`src/rtl/dma_desc_sched_if.sv`:
```
// Shared descriptor/status/error types and the scheduler's bus bundle
// (requester side, engine side and completion side).
package dma_desc_pkg;
  typedef struct packed {
    logic [31:0] src_addr;
    logic [31:0] dst_addr;
    logic [15:0] num_bytes;
  } s_dma_desc_t;

  typedef struct packed {
    logic done;
    logic error;
  } s_dma_status_t;

  typedef struct packed {
    logic [31:0] addr;
    logic [3:0]  code;
  } s_dma_error_t;
endpackage

interface dma_desc_sched_if #(
  parameter int NUM_CH = 4,
  parameter int CNT_W  = 24
);
  import dma_desc_pkg::*;
  localparam int CH_W = $clog2(NUM_CH);

  logic        [NUM_CH-1:0] req_valid_i;
  s_dma_desc_t [NUM_CH-1:0] req_desc_i;
  logic        [NUM_CH-1:0] req_ready_o;
  logic                     dma_go_o;
  s_dma_desc_t              dma_desc_o;
  s_dma_status_t            dma_stats_i;
  s_dma_error_t             dma_error_i;
  logic        [NUM_CH-1:0] cpl_valid_o;
  logic                     cpl_err_o;
  s_dma_error_t             cpl_err_info_o;
  logic        [CNT_W-1:0]  cpl_cycles_o;
  logic                     busy_o;
  logic        [CH_W-1:0]   cur_ch_o;

  // slave: the scheduler; master: requesters plus engine driving it
  modport slave (
    input  req_valid_i, req_desc_i, dma_stats_i, dma_error_i,
    output req_ready_o, dma_go_o, dma_desc_o, cpl_valid_o, cpl_err_o,
           cpl_err_info_o, cpl_cycles_o, busy_o, cur_ch_o
  );
  modport master (
    output req_valid_i, req_desc_i, dma_stats_i, dma_error_i,
    input  req_ready_o, dma_go_o, dma_desc_o, cpl_valid_o, cpl_err_o,
           cpl_err_info_o, cpl_cycles_o, busy_o, cur_ch_o
  );
endinterface

```
`src/rtl/dma_desc_sched.sv`:
```
// Round-robin descriptor scheduler feeding a single DMA engine over a go/done
// handshake; one job in flight, per-channel completion with error and cycle count.
module dma_desc_sched_lane #(
  parameter int CH_W = 2,
  parameter int IDX  = 0
) (
  input  logic            clk,
  input  logic            rstn,
  input  logic            grant,
  input  logic [CH_W-1:0] sel,
  input  logic            fire,
  input  logic [CH_W-1:0] cur_ch,
  output logic            req_ready,
  output logic            cpl_valid
);
  assign req_ready = grant && (sel == CH_W'(IDX));

  always_ff @(posedge clk) begin
    if (!rstn) cpl_valid <= 1'b0;
    else       cpl_valid <= fire && (cur_ch == CH_W'(IDX));
  end
endmodule

module dma_desc_sched
  import dma_desc_pkg::*;
#(
  parameter int NUM_CH = 4,
  parameter int CNT_W  = 24
) (
  input logic          clk,
  input logic          rstn,
  dma_desc_sched_if.slave bus
);
  localparam int CH_W = $clog2(NUM_CH);

  typedef enum logic [1:0] {S_IDLE, S_BUSY, S_RELEASE} state_t;

  state_t            state;
  logic [CH_W-1:0]   rr_ptr, sel, cur_ch;
  logic              found, grant, fire;
  logic              go_q, busy_q, job_err, cpl_err;
  s_dma_desc_t       desc_q;
  s_dma_error_t      job_info, cpl_info, info_next;
  logic [CNT_W-1:0]  job_cnt, cnt_next, cpl_cycles;
  logic [NUM_CH-1:0] ready_v, cpl_v;
  int                idx;

  // first pending channel at or after rr_ptr, wrapping
  always_comb begin
    found = 1'b0;
    sel   = '0;
    idx   = 0;
    for (int k = 0; k < NUM_CH; k++) begin
      idx = (int'(rr_ptr) + k) % NUM_CH;
      if (!found && bus.req_valid_i[idx[CH_W-1:0]]) begin
        found = 1'b1;
        sel   = idx[CH_W-1:0];
      end
    end
  end

  assign grant     = (state == S_IDLE) && found && rstn;
  assign fire      = (state == S_BUSY) && bus.dma_stats_i.done;
  assign cnt_next  = (&job_cnt) ? job_cnt : job_cnt + CNT_W'(1);
  // only the first error of a job is recorded; later ones just keep the flag set
  assign info_next = (bus.dma_stats_i.error && !job_err) ? bus.dma_error_i : job_info;

  for (genvar i = 0; i < NUM_CH; i++) begin : g_lane
    dma_desc_sched_lane #(.CH_W(CH_W), .IDX(i)) u_lane (
      .clk       (clk),
      .rstn      (rstn),
      .grant     (grant),
      .sel       (sel),
      .fire      (fire),
      .cur_ch    (cur_ch),
      .req_ready (ready_v[i]),
      .cpl_valid (cpl_v[i])
    );
  end

  always_ff @(posedge clk) begin
    if (!rstn) begin
      state      <= S_IDLE;
      rr_ptr     <= '0;
      cur_ch     <= '0;
      go_q       <= 1'b0;
      busy_q     <= 1'b0;
      desc_q     <= '0;
      job_err    <= 1'b0;
      job_info   <= '0;
      job_cnt    <= '0;
      cpl_err    <= 1'b0;
      cpl_info   <= '0;
      cpl_cycles <= '0;
    end else begin
      case (state)
        S_IDLE: if (found) begin
          desc_q   <= bus.req_desc_i[sel];
          cur_ch   <= sel;
          rr_ptr   <= (sel == CH_W'(NUM_CH - 1)) ? '0 : sel + CH_W'(1);
          job_err  <= 1'b0;
          job_info <= '0;
          job_cnt  <= '0;
          go_q     <= 1'b1;
          busy_q   <= 1'b1;
          state    <= S_BUSY;
        end
        S_BUSY: begin
          job_cnt  <= cnt_next;
          job_info <= info_next;
          if (bus.dma_stats_i.error) job_err <= 1'b1;
          if (bus.dma_stats_i.done) begin
            // error seen on the done cycle still belongs to this job
            cpl_err    <= job_err | bus.dma_stats_i.error;
            cpl_info   <= info_next;
            cpl_cycles <= cnt_next;
            go_q       <= 1'b0;
            state      <= S_RELEASE;
          end
        end
        S_RELEASE: begin
          busy_q <= 1'b0;
          state  <= S_IDLE;
        end
        default: state <= S_IDLE;
      endcase
    end
  end

  assign bus.req_ready_o    = ready_v;
  assign bus.cpl_valid_o    = cpl_v;
  assign bus.dma_go_o       = go_q;
  assign bus.dma_desc_o     = desc_q;
  assign bus.cpl_err_o      = cpl_err;
  assign bus.cpl_err_info_o = cpl_info;
  assign bus.cpl_cycles_o   = cpl_cycles;
  assign bus.busy_o         = busy_q;
  assign bus.cur_ch_o       = cur_ch;
endmodule
```
`src/flat_wrapper.sv`:
```
// flat-port wrapper written by rule: the top's interface ports become plain ports
module dma_desc_sched_flat import dma_desc_pkg::*;
#(
  parameter int NUM_CH = 4,
  parameter int CNT_W  = 24
)
  (clk, rstn, bus_req_valid_i, bus_req_desc_i, bus_dma_stats_i, bus_dma_error_i, bus_req_ready_o, bus_dma_go_o, bus_dma_desc_o, bus_cpl_valid_o, bus_cpl_err_o, bus_cpl_err_info_o, bus_cpl_cycles_o, bus_busy_o, bus_cur_ch_o);
  dma_desc_sched_if #(.NUM_CH(NUM_CH), .CNT_W(CNT_W)) bus_i ();
  input logic clk;
  input logic rstn;
  input wire logic [$bits(bus_i.req_valid_i)-1:0] bus_req_valid_i;
  input wire logic [$bits(bus_i.req_desc_i)-1:0] bus_req_desc_i;
  input wire logic [$bits(bus_i.dma_stats_i)-1:0] bus_dma_stats_i;
  input wire logic [$bits(bus_i.dma_error_i)-1:0] bus_dma_error_i;
  output wire logic [$bits(bus_i.req_ready_o)-1:0] bus_req_ready_o;
  output wire logic [$bits(bus_i.dma_go_o)-1:0] bus_dma_go_o;
  output wire logic [$bits(bus_i.dma_desc_o)-1:0] bus_dma_desc_o;
  output wire logic [$bits(bus_i.cpl_valid_o)-1:0] bus_cpl_valid_o;
  output wire logic [$bits(bus_i.cpl_err_o)-1:0] bus_cpl_err_o;
  output wire logic [$bits(bus_i.cpl_err_info_o)-1:0] bus_cpl_err_info_o;
  output wire logic [$bits(bus_i.cpl_cycles_o)-1:0] bus_cpl_cycles_o;
  output wire logic [$bits(bus_i.busy_o)-1:0] bus_busy_o;
  output wire logic [$bits(bus_i.cur_ch_o)-1:0] bus_cur_ch_o;
  assign bus_i.req_valid_i = bus_req_valid_i;
  assign bus_i.req_desc_i = bus_req_desc_i;
  assign bus_i.dma_stats_i = bus_dma_stats_i;
  assign bus_i.dma_error_i = bus_dma_error_i;
  assign bus_req_ready_o = bus_i.req_ready_o;
  assign bus_dma_go_o = bus_i.dma_go_o;
  assign bus_dma_desc_o = bus_i.dma_desc_o;
  assign bus_cpl_valid_o = bus_i.cpl_valid_o;
  assign bus_cpl_err_o = bus_i.cpl_err_o;
  assign bus_cpl_err_info_o = bus_i.cpl_err_info_o;
  assign bus_cpl_cycles_o = bus_i.cpl_cycles_o;
  assign bus_busy_o = bus_i.busy_o;
  assign bus_cur_ch_o = bus_i.cur_ch_o;
  dma_desc_sched #(.NUM_CH(NUM_CH), .CNT_W(CNT_W)) u_core (.clk(clk), .rstn(rstn), .bus(bus_i));
endmodule
```
`config.mk`:
```
export PLATFORM = sky130hd
export DESIGN_NAME = dma_desc_sched_flat
export DESIGN_NICKNAME = d
export VERILOG_FILES = /design/src/rtl/dma_desc_sched_if.sv /design/src/rtl/dma_desc_sched.sv /design/src/flat_wrapper.sv
export SDC_FILE = /design/constraint.sdc
export NUM_CORES = 1
export LEC_CHECK = 0
export CAP_MARGIN = 0
export CORE_ASPECT_RATIO = 0.75
export CORE_UTILIZATION = 25
export DETAILED_ROUTE_END_ITERATION = 10
export HOLD_SLACK_MARGIN = 0.15
export PLACE_DENSITY = 0.63
export SETUP_SLACK_MARGIN = 0.5
export SYNTH_ARGS = -nofsm -noshare
export SYNTH_HDL_FRONTEND = slang
export SYNTH_SLANG_ARGS = --single-unit
```
`constraint.sdc`:
```
create_clock -name clk -period 2.47 [get_ports clk]
set_input_delay 0.494 -clock clk [delete_from_list [all_inputs] [get_ports clk]]
set_output_delay 0.494 -clock clk [all_outputs]
set_load 0.005 [all_outputs]
```
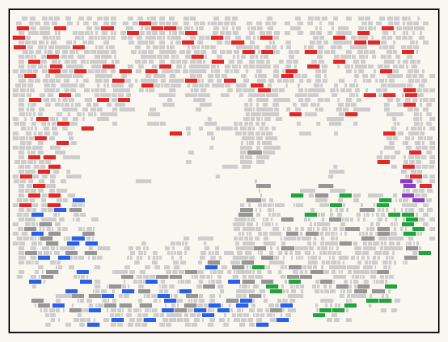
Figure 1: sequential cells colored by netlist name.
Other sequential cells in the stronger gray, the rest of the logic in the fainter gray.
- `u_core.bus.dma_desc_o`: red (sequential cells 80)
- `u_core.g_lane.u_lane.cpl_valid`: purple (sequential cells 4; where right middle)
- `u_core.bus.cpl_err_info_o`: blue (sequential cells 36)
- `u_core.bus.cpl_cycles_o`: green (sequential cells 24)
- not colored: 70

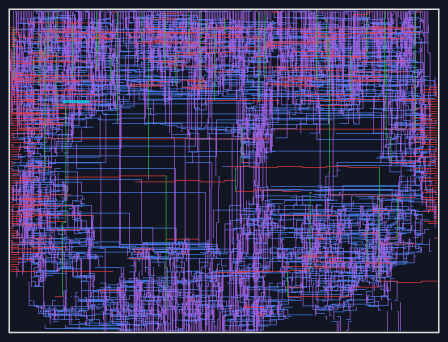
Figure 2: routed metal, one color a layer.
- met3: red (wire length 4680 um)
- met2: purple (wire length 27.8 mm)
- met5: cyan (wire length 13.8 um)
- met1: blue (wire length 25.5 mm)
- met4: green (wire length 1440 um)

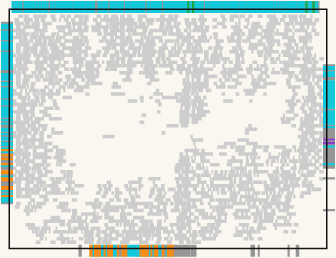
Figure 3: pin map.
Pins as bars across the die edge, other pins in gray.
- `bus_dma_error_i`: orange (pins 36; direction input; edge 25 bottom, 11 left)
- `bus_req_valid_i`: green (pins 4; direction input; edge top)
- `bus_cur_ch_o`: purple (pins 2; direction output; edge right)
- `bus_req_desc_i`: cyan (pins 320; direction input; edge 201 top, 62 left, 32 right, 25 bottom)

==> GITHUB_STEP_SUMMARY <==
### Flow metrics

| Metric | Value |
|---|---|
| Hold EP | `u_core.bus.cpl_cycles_o[18]` |
| Yosys cell count | `about 1300` |
| Cell class contributing the biggest share of worst-path delay | `simple AND/OR/NAND/NOR gates` |
| Global-route wire length before repair | `approximately 84000 um` |
| Syn_area_per_cell | `8.22 sq um` |
| Post-synthesis sequential area ratio | `between 30% and 40%` |
| Fill cells | `between 3000 and 4000` |
| Syn nets | `between 1500 and 2000` |
| Largest net degree at the start of global routing | `between 100 and 150` |
| Setup violators final | `1` |
| Setup ws final | `-0.0137 ns` |
| FF+latch count, synth | `214` |
| Total core area | `around 0.043 sq mm` |
| Violated checks | `negative setup slack` |
| DRT iter0 DRCs | `1144` |
| Dominant register cell | `dfxtp_1` |
| Hold Path Class | `reg -> reg` |
| Via count | `13700` |
| Cell Type Count | `approximately 64` |
| Final wirelength | `approximately 59000 um` |
| Total GRT Usage | `24.7%` |
| Max Slew Vio Count | `0` |
| Routed wl met2 | `between 20000 and 30000 um` |
| Status | `complete, but fails checks` |
| Num rows | `around 65` |
| HPWL after detailed placement | `just under 40000 um` |
| 1st-pass router iterations | `7` |
| Crit path DRT | `a little under 2 ns` |
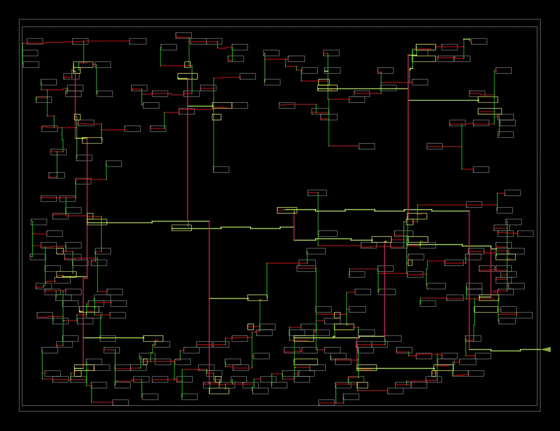
Figure 4: clock routing.
CLK BUF: 27
clk_lat worst skew: 0.55 ns
num sequential: 214

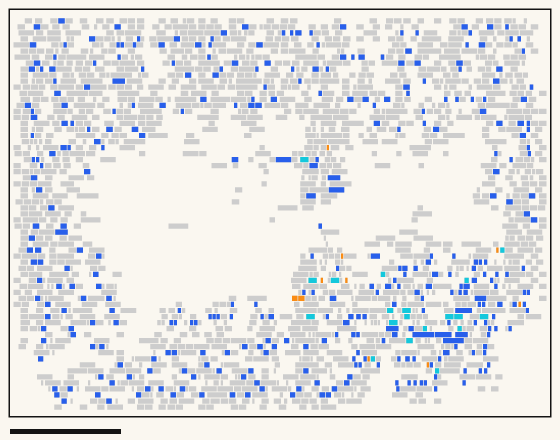
Figure 5: gate-type map.
Bar = 50 um.
- inverting AOI/OAI gates: blue (cells 345; where all over the die)
- inverters: orange (cells 10)
- AND and OR gates: cyan (cells 19)

-- cell families (layout without fill, tap and decap cells) --
kind of cell | after synthesis | after routing | synth area share (%)
compound gates | 435 | 435 | 28.8
xor+xnor | 15 | 15 | 1.20
fa+ha+maj | 2 | 2 | 0.229
buf+inv | 167 | 740 | 6.29
flops | 214 | 214 | 39.2
mux | 37 | 37 | 3.39
other cells | 0 | 2 | 0
simple gates | 460 | 460 | 20.9
-- state kept, by name, indices dropped and copies added, names as in the netlist --
name,cells
u_core.bus.dma_desc_o,80
u_core.bus.cpl_err_info_o,36
u_core.job_info,36
u_core.bus.cpl_cycles_o,24
u_core.job_cnt,24
u_core.g_lane.u_lane.cpl_valid,4
u_core.bus.cur_ch_o,2
u_core.rr_ptr,2
u_core.state,2
u_core.bus.busy_o,1
u_core.bus.cpl_err_o,1
u_core.bus.dma_go_o,1
u_core.job_err,1
-- per-stage QoR --
step	TNS, ns	worst slack, ns	hold slack, ns	area [sq um]	total power [W]
floorplan	0	0.0584	0.448	11000	0.00551
global placement	-45.46	-0.739	0.449	17400	0.00772
detailed placement	-49.26	-0.716	0.457	17400	0.00774
CTS	-0.273	-0.0832	0.465	19600	0.0124
global route	-0.155	-0.0687	0.500	20600	0.0131
finish	-0.0137	-0.0137	0.468	20600	0.0126
-- synthesized netlist by cell type (5+ instances only) --
| cell type | instances | area [sq um] |
|---|---|---|
| dfxtp_1 | 214 | 4280 |
| a21oi_1 | 41 | 205 |
| buf_1 | 16 | 60.1 |
| a211oi_1 | 41 | 308 |
| and3_1 | 6 | 37.5 |
| nand3_1 | 256 | 1280 |
| a22oi_1 | 38 | 285 |
| or4_1 | 5 | 37.5 |
| buf_2 | 17 | 85.1 |
| a31oi_1 | 11 | 68.8 |
| o21ai_0 | 110 | 551 |
| nor3_1 | 21 | 105 |
| mux2i_1 | 37 | 370 |
| clkbuf_1 | 113 | 424 |
| nor2b_1 | 5 | 31.3 |
| nor2_1 | 95 | 357 |
| nand4_1 | 7 | 43.8 |
| a32oi_1 | 80 | 701 |
| nand2_1 | 36 | 135 |
| buf_4 | 10 | 75.1 |
| nand2b_1 | 5 | 31.3 |
| xnor2_1 | 12 | 105 |
| a211o_1 | 81 | 709 |
| inv_1 | 9 | 33.8 |
-- report_power, final --
group / internal [W] / leakage [nW] / total [W] / switching (W)
sequential: 0.00384 / 1.76 / 0.00409 / 0.000255
clock: 0.00236 / 0.415 / 0.00406 / 0.00170
combinational: 0.00228 / 5.73 / 0.00442 / 0.00214
-- area by class of cell --
type,count,share of cell area [%]
diodes,2,0.0242
clock buffers,27,3.16
clock inverters,18,1.10
inverters,10,0.224
multi-input cells,949,35.0
flip-flops and latches,214,21.0
well taps,569,3.45
repair buffers,685,36.0
-- worst register-to-register path: stages, from the launching register on --
cell     delay (ns)
dfxtp_4        0.35
or4_4          0.56
buf_6          0.16
buf_12         0.12
a21oi_4        0.20
buf_12         0.15
buf_12         0.12
buf_12         0.10
buf_16         0.14
nand3_2        0.09
nand3_2        0.09
-- timing repair --
item | CTS | global route
gates resized | 159 | 191
hold endpoints to repair | 0 | 0
setup buffers | 25 | 11
cloned | 23 | 1
setup endpoints to repair | 178 | 134
pin swaps | 77 | 160
Power is estimated from default activity; no workload was simulated.
